==> config.mk <==
export PLATFORM = sky130hd
export DESIGN_NAME = ped_request_ctrl_flat
export DESIGN_NICKNAME = d
export VERILOG_FILES = /design/src/rtl/ped_request_ctrl_if.sv /design/src/rtl/ped_request_ctrl.sv /design/src/flat_wrapper.sv
export SDC_FILE = /design/constraint.sdc
export NUM_CORES = 1
export LEC_CHECK = 0
export ABC_AREA = 1
export CAP_MARGIN = 20
export CELL_PAD_IN_SITES_DETAIL_PLACEMENT = 1
export CELL_PAD_IN_SITES_GLOBAL_PLACEMENT = 1
export CORE_MARGIN = 1.5
export CORE_UTILIZATION = 34
export CTS_BUF_LIST = sky130_fd_sc_hd__clkbuf_2 sky130_fd_sc_hd__clkbuf_4 sky130_fd_sc_hd__clkbuf_8
export CTS_CLUSTER_SIZE = 30
export DETAILED_ROUTE_END_ITERATION = 6
export PLACE_DENSITY_LB_ADDON = 0.1
export SLEW_MARGIN = 15
export SYNTH_ARGS = -nofsm -noshare
export SYNTH_HDL_FRONTEND = slang
export SYNTH_SLANG_ARGS = --single-unit
export TNS_END_PERCENT = 1
==> constraint.sdc <==
create_clock -name clk_main -period 1.91 [get_ports clk_main]
set_input_delay 0.191 -clock clk_main [delete_from_list [all_inputs] [get_ports clk_main]]
set_output_delay 0.191 -clock clk_main [all_outputs]
set_load 0.02 [all_outputs]
==> src/rtl/ped_request_ctrl_if.sv <==
// rtl/ped_request_ctrl_if.sv - pedestrian controller signal bundle
//
// Groups the pedestrian button, the returned traffic light code and the
// controller outputs.
// modport master : environment side (drives ped_button, traffic_light)
// modport slave  : controller side (drives hold_red, walk, dont_walk,
//                  req_pending, seq_err)
interface ped_request_ctrl_if;
    logic       ped_button;
    logic [1:0] traffic_light;
    logic       hold_red;
    logic       walk;
    logic       dont_walk;
    logic       req_pending;
    logic       seq_err;

    modport master (
        output ped_button, traffic_light,
        input  hold_red, walk, dont_walk, req_pending, seq_err
    );

    modport slave (
        input  ped_button, traffic_light,
        output hold_red, walk, dont_walk, req_pending, seq_err
    );
endinterface

==> src/rtl/ped_request_ctrl.sv <==
// rtl/ped_request_ctrl.sv - pedestrian request controller for the traffic light FSM
//
// Synchronises and debounces the pedestrian button, holds the traffic FSM in
// RED, times WALK / CLEAR and enforces a green lockout before the next request.
// Optional feature macro: PED_FLASH_EN (flashing dont_walk during CLEAR).
// Ports:
//   clk_main   - main clock
//   rst_main_n - asynchronous active-low reset
//   ped_bus    - ped_request_ctrl_if.slave: ped_button, traffic_light in;
//                hold_red, walk, dont_walk, req_pending, seq_err out
module ped_request_ctrl #(
    parameter int DEBOUNCE_CYCLES  = 4,
    parameter int WALK_CYCLES      = 8,
    parameter int CLEAR_CYCLES     = 4,
    parameter int MIN_GREEN_CYCLES = 6,
    parameter int FLASH_CYCLES     = 2
) (
    input  logic                  clk_main,
    input  logic                  rst_main_n,
    ped_request_ctrl_if.slave     ped_bus
);

    typedef enum logic [2:0] {
        S_IDLE    = 3'd0,
        S_REQ     = 3'd1,
        S_WALK    = 3'd2,
        S_CLEAR   = 3'd3,
        S_LOCKOUT = 3'd4
    } state_t;

    localparam logic [1:0]  LIGHT_RED  = 2'b10;
    localparam logic [15:0] DEB_MAX    = 16'(DEBOUNCE_CYCLES);
    localparam logic [15:0] DEB_LAST   = 16'(DEBOUNCE_CYCLES - 1);
    localparam logic [15:0] WALK_LAST  = 16'(WALK_CYCLES - 1);
    localparam logic [15:0] CLEAR_LAST = 16'(CLEAR_CYCLES - 1);
    localparam logic [15:0] LOCK_LAST  = 16'(MIN_GREEN_CYCLES - 1);

    logic        sync1_q, sync2_q;
    logic [15:0] deb_cnt_q, deb_cnt_d;
    logic        press_evt;

    state_t      state_q, state_d;
    logic [15:0] phase_q, phase_d;
    logic        req_pending_q, req_pending_d;
    logic        seq_err_q, seq_err_d;
    logic        hold_red_q, hold_red_d;
    logic        walk_q, walk_d;
    logic        dont_walk_q, dont_walk_d;
`ifdef PED_FLASH_EN
    localparam logic [15:0] FLASH_LAST = 16'(FLASH_CYCLES - 1);
    logic [15:0] flash_cnt_q, flash_cnt_d;
    logic        flash_lvl_q, flash_lvl_d;
`endif

    // Button synchroniser and debounce counter
    always_ff @(posedge clk_main or negedge rst_main_n) begin
        if (!rst_main_n) begin
            sync1_q   <= 1'b0;
            sync2_q   <= 1'b0;
            deb_cnt_q <= 16'd0;
        end else begin
            sync1_q   <= ped_bus.ped_button;
            sync2_q   <= sync1_q;
            deb_cnt_q <= deb_cnt_d;
        end
    end

    // The event fires on the edge where the count reaches DEBOUNCE_CYCLES;
    // saturation keeps it to one event per high period.
    always_comb begin
        press_evt = sync2_q && (deb_cnt_q == DEB_LAST);
        deb_cnt_d = deb_cnt_q;
        if (!sync2_q)
            deb_cnt_d = 16'd0;
        else if (deb_cnt_q != DEB_MAX)
            deb_cnt_d = deb_cnt_q + 16'd1;
    end

    // State register; outputs are registered from next-state decode
    always_ff @(posedge clk_main or negedge rst_main_n) begin
        if (!rst_main_n) begin
            state_q       <= S_IDLE;
            phase_q       <= 16'd0;
            req_pending_q <= 1'b0;
            seq_err_q     <= 1'b0;
            hold_red_q    <= 1'b0;
            walk_q        <= 1'b0;
            dont_walk_q   <= 1'b1;
`ifdef PED_FLASH_EN
            flash_cnt_q   <= 16'd0;
            flash_lvl_q   <= 1'b0;
`endif
        end else begin
            state_q       <= state_d;
            phase_q       <= phase_d;
            req_pending_q <= req_pending_d;
            seq_err_q     <= seq_err_d;
            hold_red_q    <= hold_red_d;
            walk_q        <= walk_d;
            dont_walk_q   <= dont_walk_d;
`ifdef PED_FLASH_EN
            flash_cnt_q   <= flash_cnt_d;
            flash_lvl_q   <= flash_lvl_d;
`endif
        end
    end

    // Next-state logic; phase counter restarts at 0 on every phase entry
    always_comb begin
        state_d = state_q;
        phase_d = phase_q;
        case (state_q)
            S_IDLE: begin
                if (req_pending_q)
                    state_d = S_REQ;
            end
            S_REQ: begin
                if (ped_bus.traffic_light == LIGHT_RED) begin
                    state_d = S_WALK;
                    phase_d = 16'd0;
                end
            end
            S_WALK: begin
                if (phase_q == WALK_LAST) begin
                    state_d = S_CLEAR;
                    phase_d = 16'd0;
                end else begin
                    phase_d = phase_q + 16'd1;
                end
            end
            S_CLEAR: begin
                if (phase_q == CLEAR_LAST) begin
                    state_d = S_LOCKOUT;
                    phase_d = 16'd0;
                end else begin
                    phase_d = phase_q + 16'd1;
                end
            end
            S_LOCKOUT: begin
                if (phase_q == LOCK_LAST) begin
                    state_d = S_IDLE;
                    phase_d = 16'd0;
                end else begin
                    phase_d = phase_q + 16'd1;
                end
            end
            default: begin
                state_d = S_IDLE;
                phase_d = 16'd0;
            end
        endcase

        // WALK entry clears the request; presses while in WALK are dropped
        req_pending_d = req_pending_q;
        if (state_d == S_WALK)
            req_pending_d = 1'b0;
        else if (press_evt && (state_q != S_WALK))
            req_pending_d = 1'b1;

        seq_err_d = seq_err_q;
        if (((state_q == S_WALK) || (state_q == S_CLEAR)) &&
            (ped_bus.traffic_light != LIGHT_RED))
            seq_err_d = 1'b1;

`ifdef PED_FLASH_EN
        // Flash phase starts low on CLEAR entry and toggles every FLASH_CYCLES
        flash_cnt_d = 16'd0;
        flash_lvl_d = 1'b0;
        if ((state_d == S_CLEAR) && (state_q == S_CLEAR)) begin
            if (flash_cnt_q == FLASH_LAST) begin
                flash_lvl_d = ~flash_lvl_q;
            end else begin
                flash_cnt_d = flash_cnt_q + 16'd1;
                flash_lvl_d = flash_lvl_q;
            end
        end
`endif
    end

    // Output decode from the next state so the lamps change with the state
    always_comb begin
        hold_red_d  = 1'b0;
        walk_d      = 1'b0;
        dont_walk_d = 1'b1;
        case (state_d)
            S_REQ: hold_red_d = 1'b1;
            S_WALK: begin
                hold_red_d  = 1'b1;
                walk_d      = 1'b1;
                dont_walk_d = 1'b0;
            end
            S_CLEAR: begin
                hold_red_d  = 1'b1;
`ifdef PED_FLASH_EN
                dont_walk_d = flash_lvl_d;
`else
                dont_walk_d = 1'b1;
`endif
            end
            default: ;
        endcase
    end

    assign ped_bus.hold_red    = hold_red_q;
    assign ped_bus.walk        = walk_q;
    assign ped_bus.dont_walk   = dont_walk_q;
    assign ped_bus.req_pending = req_pending_q;
    assign ped_bus.seq_err     = seq_err_q;

endmodule

==> src/flat_wrapper.sv <==
// flat-port wrapper written by rule: the top's interface ports become plain ports
module ped_request_ctrl_flat 
#(
    parameter int DEBOUNCE_CYCLES  = 4,
    parameter int WALK_CYCLES      = 8,
    parameter int CLEAR_CYCLES     = 4,
    parameter int MIN_GREEN_CYCLES = 6,
    parameter int FLASH_CYCLES     = 2
)
  (clk_main, rst_main_n, ped_bus_ped_button, ped_bus_traffic_light, ped_bus_hold_red, ped_bus_walk, ped_bus_dont_walk, ped_bus_req_pending, ped_bus_seq_err);
  ped_request_ctrl_if ped_bus_i ();
  input  logic clk_main;
  input  logic rst_main_n;
  input wire logic [$bits(ped_bus_i.ped_button)-1:0] ped_bus_ped_button;
  input wire logic [$bits(ped_bus_i.traffic_light)-1:0] ped_bus_traffic_light;
  output wire logic [$bits(ped_bus_i.hold_red)-1:0] ped_bus_hold_red;
  output wire logic [$bits(ped_bus_i.walk)-1:0] ped_bus_walk;
  output wire logic [$bits(ped_bus_i.dont_walk)-1:0] ped_bus_dont_walk;
  output wire logic [$bits(ped_bus_i.req_pending)-1:0] ped_bus_req_pending;
  output wire logic [$bits(ped_bus_i.seq_err)-1:0] ped_bus_seq_err;
  assign ped_bus_i.ped_button = ped_bus_ped_button;
  assign ped_bus_i.traffic_light = ped_bus_traffic_light;
  assign ped_bus_hold_red = ped_bus_i.hold_red;
  assign ped_bus_walk = ped_bus_i.walk;
  assign ped_bus_dont_walk = ped_bus_i.dont_walk;
  assign ped_bus_req_pending = ped_bus_i.req_pending;
  assign ped_bus_seq_err = ped_bus_i.seq_err;
  ped_request_ctrl #(.DEBOUNCE_CYCLES(DEBOUNCE_CYCLES), .WALK_CYCLES(WALK_CYCLES), .CLEAR_CYCLES(CLEAR_CYCLES), .MIN_GREEN_CYCLES(MIN_GREEN_CYCLES), .FLASH_CYCLES(FLASH_CYCLES)) u_core (.clk_main(clk_main), .rst_main_n(rst_main_n), .ped_bus(ped_bus_i));
endmodule
Run 1, power grid:
Pins as bars on the die edge. Tap cells in gray.
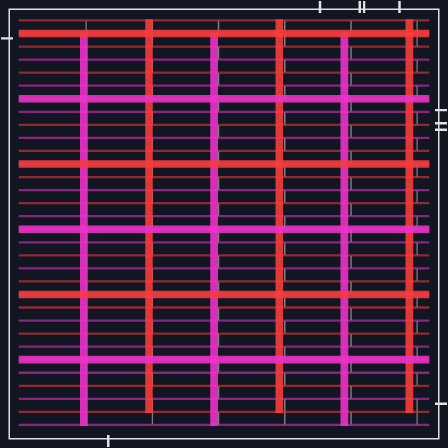
- VSS: magenta
- VDD: red
- met1 rails: 32
- tap cells: 99
peak supply drop: 0.311 mV
chip width: 89.2 um

Run 1, cells colored by class:
Scale bar: 20 um.
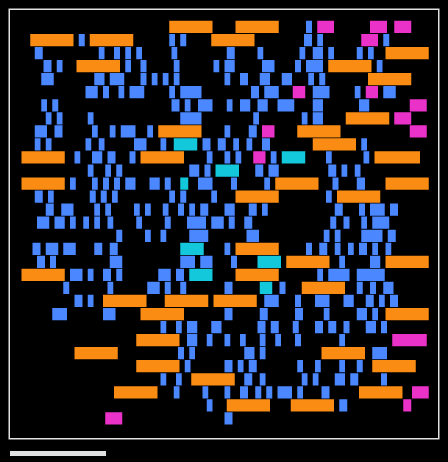
- remaining buffers and delay cells: magenta (cells 15; share of their area 5.3%)
- sequential cells: orange (cells 42; share of their area 39%)
- clock drivers and dummy loads: cyan (cells 8; share of their area 3.5%)
- remaining logic cells: blue (cells 287; share of their area 53%)
Final Core Density: 0.394
CORE AREA: 7210 um2
flop share of the area: 0.370
row count: 31

Run 1, routing congestion map:
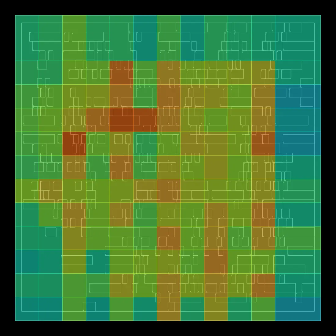
Avg WL per Cell: 14.0 um
GRT Max-Usage Layer: met2

Run 1, clock distribution:
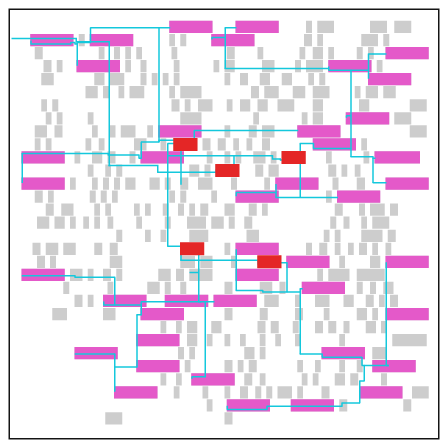
- clock wires: cyan (length 667 um)
- clock-net drivers: red (count 5)
- flip-flops: magenta (count 42)
- routed clock nets: 6
- flops lie: spread over the die

==> notes.md, run 1 <==
yosys + openroad results -> Layout clock buffers=7, Yosys Warn Count=0, Critical Path Fanout Max=7, Post-synth seq share=0.416, slew margin rel.=0.728, metal2 WL=2960 um, worst hold margin=0.298 ns, n_taps=99, Clock Power Share=0.234, die area=7960 um2, mux share=0, global-route wire length before repair=10700 um, critical path, cell by cell=ha_1 > inv_1 > nor2_4 > xor2_1 > inv_1 > o31ai_1 > o21ai_0, initial antenna violation count=0, combinational share of power=0.328, worst r2r src=u_core.phase_q[0], total placed instance area=2740 um2, CTS tree=done, dominant cell type by area after synthesis=dfrtp_1, Top cells excl fill/tap=86 x nand2_1, 42 x nor2_1, 41 x dfrtp_1, XOR Share, Synth=0.0416, count leader, synth=nand2_1, Clk. pwr=0.000631 W, tool warnings=28, Reg power frac=0.438, Compound Share, Synth=0.0837, sequential power=0.00118 W, Via Count=2208, status=finished, final reports clean, Yosys Chip Area=2530 um2, Met1 Wirelength=3240 um, Buf+Inv Stages, Crit Path=2, top flop regs=u_core.deb_cnt_q x16, u_core.phase_q x16, u_core.state_q x3, DR pass1 iterations=4, number of port buffers=9, FF-to-FF path depth=7, Crit Path Category=reg2reg, Setup Viol. Count Final=0, Worst path depth=7, Mapped Avg Cell Area=7.52 um2, io pins=10, crit path DRT=2.08 ns, crit path max-delay cell type=dfrtp_1, Overflow after GRT=0, PD cells=946 nW/um2
Run 1, sequential cells grouped by signal name:
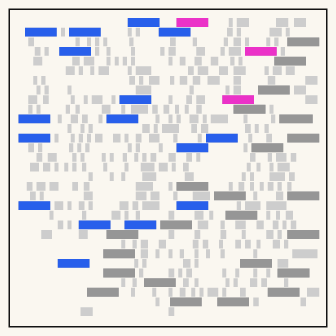

## Run 2: what changed since run 1
clock period = 1.4 ns   (was 1.91 ns; I/O delays follow)
Run 2, sequential cells grouped by signal name:
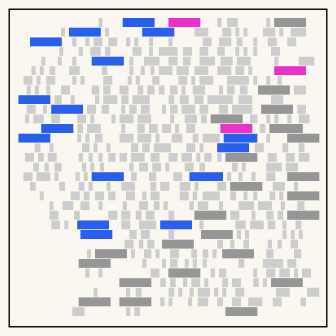
- u_core.state_q: magenta (placed flops 3)
- u_core.phase_q: blue (placed flops 16)

Run 2, routing congestion map:
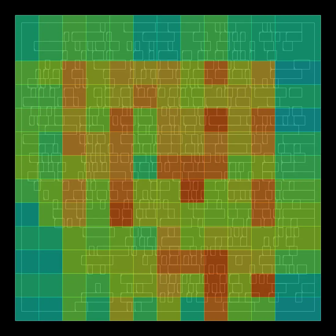
Final Core Density: 0.478
global-route usage over all layers: 0.201

==> notes.md, run 2 <==
yosys + openroad results -> dominant cell type by area after synthesis=dfrtp_1, Layout clock buffers=8, Yosys Warn Count=0, GP Congestion=0.818, Avg WL per Cell=14.5 um, Setup Viol. Count Final=0, Reg power frac=0.387, PD cells=1180 nW/um2, count leader, synth=nand2_1, combinational share of power=0.414, row count=31, Worst path depth=8, Post-synth seq share=0.416, Compound Share, Synth=0.0837, met3 wire len=117 um, Via Count=2444, crit path max-delay cell type=dfrtp_2, Post-Syn Area=2530 um2, tool warnings=30, mux share=0, status=finished, final reports clean, global-route wire length before repair=12200 um, initial antenna violation count=0, Overflow after GRT=0, Buffers, non-clock=69, Post-synth area hogs=dfrtp_1 41%, nand2_1 13%, nand3_1 6.3%, nor2_1 6.2%, inv_1 5.8%, Met1 Wirelength=3380 um, n_taps=99, Critical Path Fanout Max=4, total placed instance area=3130 um2, Final Worst Setup Slack=0.0218 ns, ys flop type=dfrtp_1, slew margin rel.=0.771, Buf+Inv Stages, Crit Path=0, DR pass1 iterations=6, chip width=89.2 um, worst hold margin=0.223 ns, TNS Setup=0 ns, CTS tree=done, Crit Path Category=reg2reg, Top cells excl fill/tap=75 x nand2_1, 54 x buf_4, 39 x dfrtp_1, Worst path max stage delay=0.45 ns, crit path DRT=1.58 ns, XOR Share, Synth=0.0416, metal2 WL=3780 um, Initial DRC Count=60, CORE AREA=7210 um2, top flop regs=u_core.deb_cnt_q x16, u_core.phase_q x16, u_core.state_q x3, Post-Syn Instances=336, critical path, cell by cell=nor2_2 > nand2_2 > nor2_2 > nand2_4 > nand2_4 > nand3_4 > nor2_4 > nor2_2, sequential power=0.00158 W, die area=7960 um2, GRT Max-Usage Layer=met2, Mapped Avg Cell Area=7.52 um2, number of H-tree levels=2, io pins=10, number of port buffers=9, GR Layer Usage met3=0.0277, Pleak=1.65 nW, FF-to-FF path depth=8, Non-Clock Inverter Count=39, Yosys Chip Area=2530 um2, Clock Power Share=0.199, flop share of the area=0.306, Clk. pwr=0.000811 W, Inst Count DP=494, peak supply drop=0.359 mV, worst r2r src=u_core.phase_q[5]
Run 2, clock distribution:
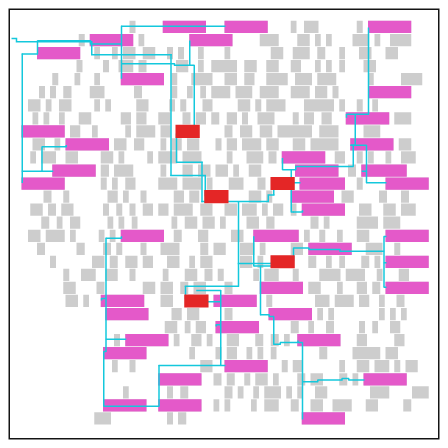

## Run 3: what changed since run 2
ABC_AREA = 0   (was 1)
CORE_ASPECT_RATIO = 1.25   (was unset)
clock period = 1.55 ns   (was 1.4 ns; I/O delays follow)
Run 3, clock distribution:
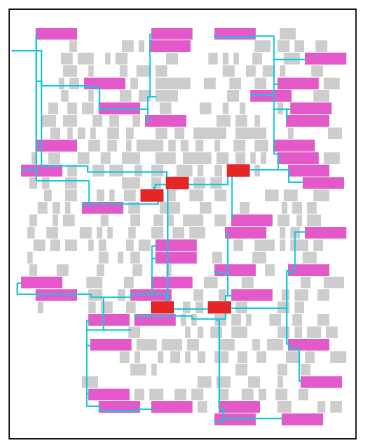
- clock wires: cyan (length 585 um)
- flip-flops: magenta (count 42)
- clock-net drivers: red (count 5)
- flops lie: spread over the die
- routed clock nets: 6
worst-case clock skew: 0.0125 ns
clk latency late pin: 0.29 ns
Clock Power Share: 0.388
Clk. pwr: 0.000768 W

Run 3, cells colored by class:
Scale bar: 20 um.
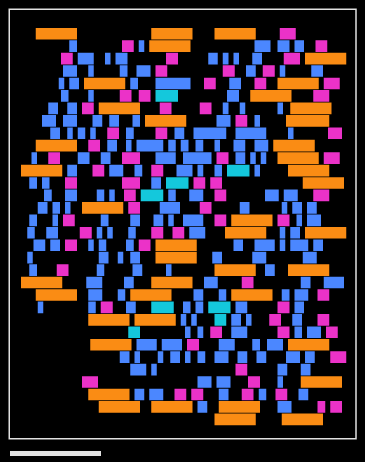
- sequential cells: orange (cells 42; share of their area 36%)
- remaining buffers and delay cells: magenta (cells 67; share of their area 18%)
- clock drivers and dummy loads: cyan (cells 8; share of their area 3.4%)
- remaining logic cells: blue (cells 188; share of their area 42%)
row count: 32
Finished Cell Area: 3020 um2
CORE AREA: 6250 um2

==> notes.md, run 3 <==
yosys + openroad results -> top flop regs=u_core.deb_cnt_q x16, u_core.phase_q x16, u_core.state_q x3, PD cells=657 nW/um2, crit path max-delay cell type=dfrtp_1, sequential power=0.00112 W, Avg WL per Cell=14.5 um, Mapped Avg Cell Area=9.54 um2, Compound Share, Synth=0.104, GR Layer Usage met3=0.0280, GP Congestion=0.801, global-route usage over all layers=0.181, clk sinks=42, Initial DRC Count=42, Yosys Chip Area=2230 um2, FF-to-FF path depth=6, combinational share of power=0.046, Via Count=1965, io pins=10, violated checks=negative setup slack, mux share=0.00897, CTS tree=done, Buffers, non-clock=67, ys flop type=dfrtp_1, TNS Setup=-3.27 ns, dominant cell type by area after synthesis=dfrtp_1, Met1 Wirelength=2550 um, Hold Crit Endpoint=u_core.sync1_q, type of the worst min-delay path=in2reg, Top cell area share=0.460, GRT Max-Usage Layer=met2, Layout clock buffers=8, count leader, synth=dfrtp_1, Post-Syn Instances=234, flop share of the area=0.349, Worst path depth=6, fraction of area in multi-input gates=0.398, status=complete, but fails checks, Final Core Density=0.483, Post-synth area hogs=dfrtp_1 46%, and2_1 4.2%, nor2_1 3.9%, o21ai_0 3.8%, xnor2_1 3.1%, XOR Share, Synth=0.0589, Overflow after GRT=0, worst r2r src=u_core.phase_q[15], global-route wire length before repair=9870 um, total placed instance area=2820 um2, worst hold margin=0.300 ns, Final Worst Setup Slack=-0.202 ns, Setup Viol. Count Final=22, die area=7060 um2, Post-synth seq share=0.471, Startpoint Class=register, metal2 WL=2960 um, critical path, cell by cell=nor4_4 > and3b_2 > o22ai_4 > nor3_4 > buf_6 > o32ai_1, Buf+Inv Stages, Crit Path=1, number of port buffers=9, crit path DRT=1.72 ns, Post-Syn Area=2230 um2, Non-Clock Inverter Count=8, number of H-tree levels=2, Flops after synth=42, tool warnings=31, Worst path max stage delay=0.42 ns, Reg power frac=0.566, peak supply drop=0.384 mV, chip width=75.5 um, initial antenna violation count=0, slew margin rel.=0.634, Crit Path Category=reg2reg
Power is estimated from default activity; no workload was simulated.
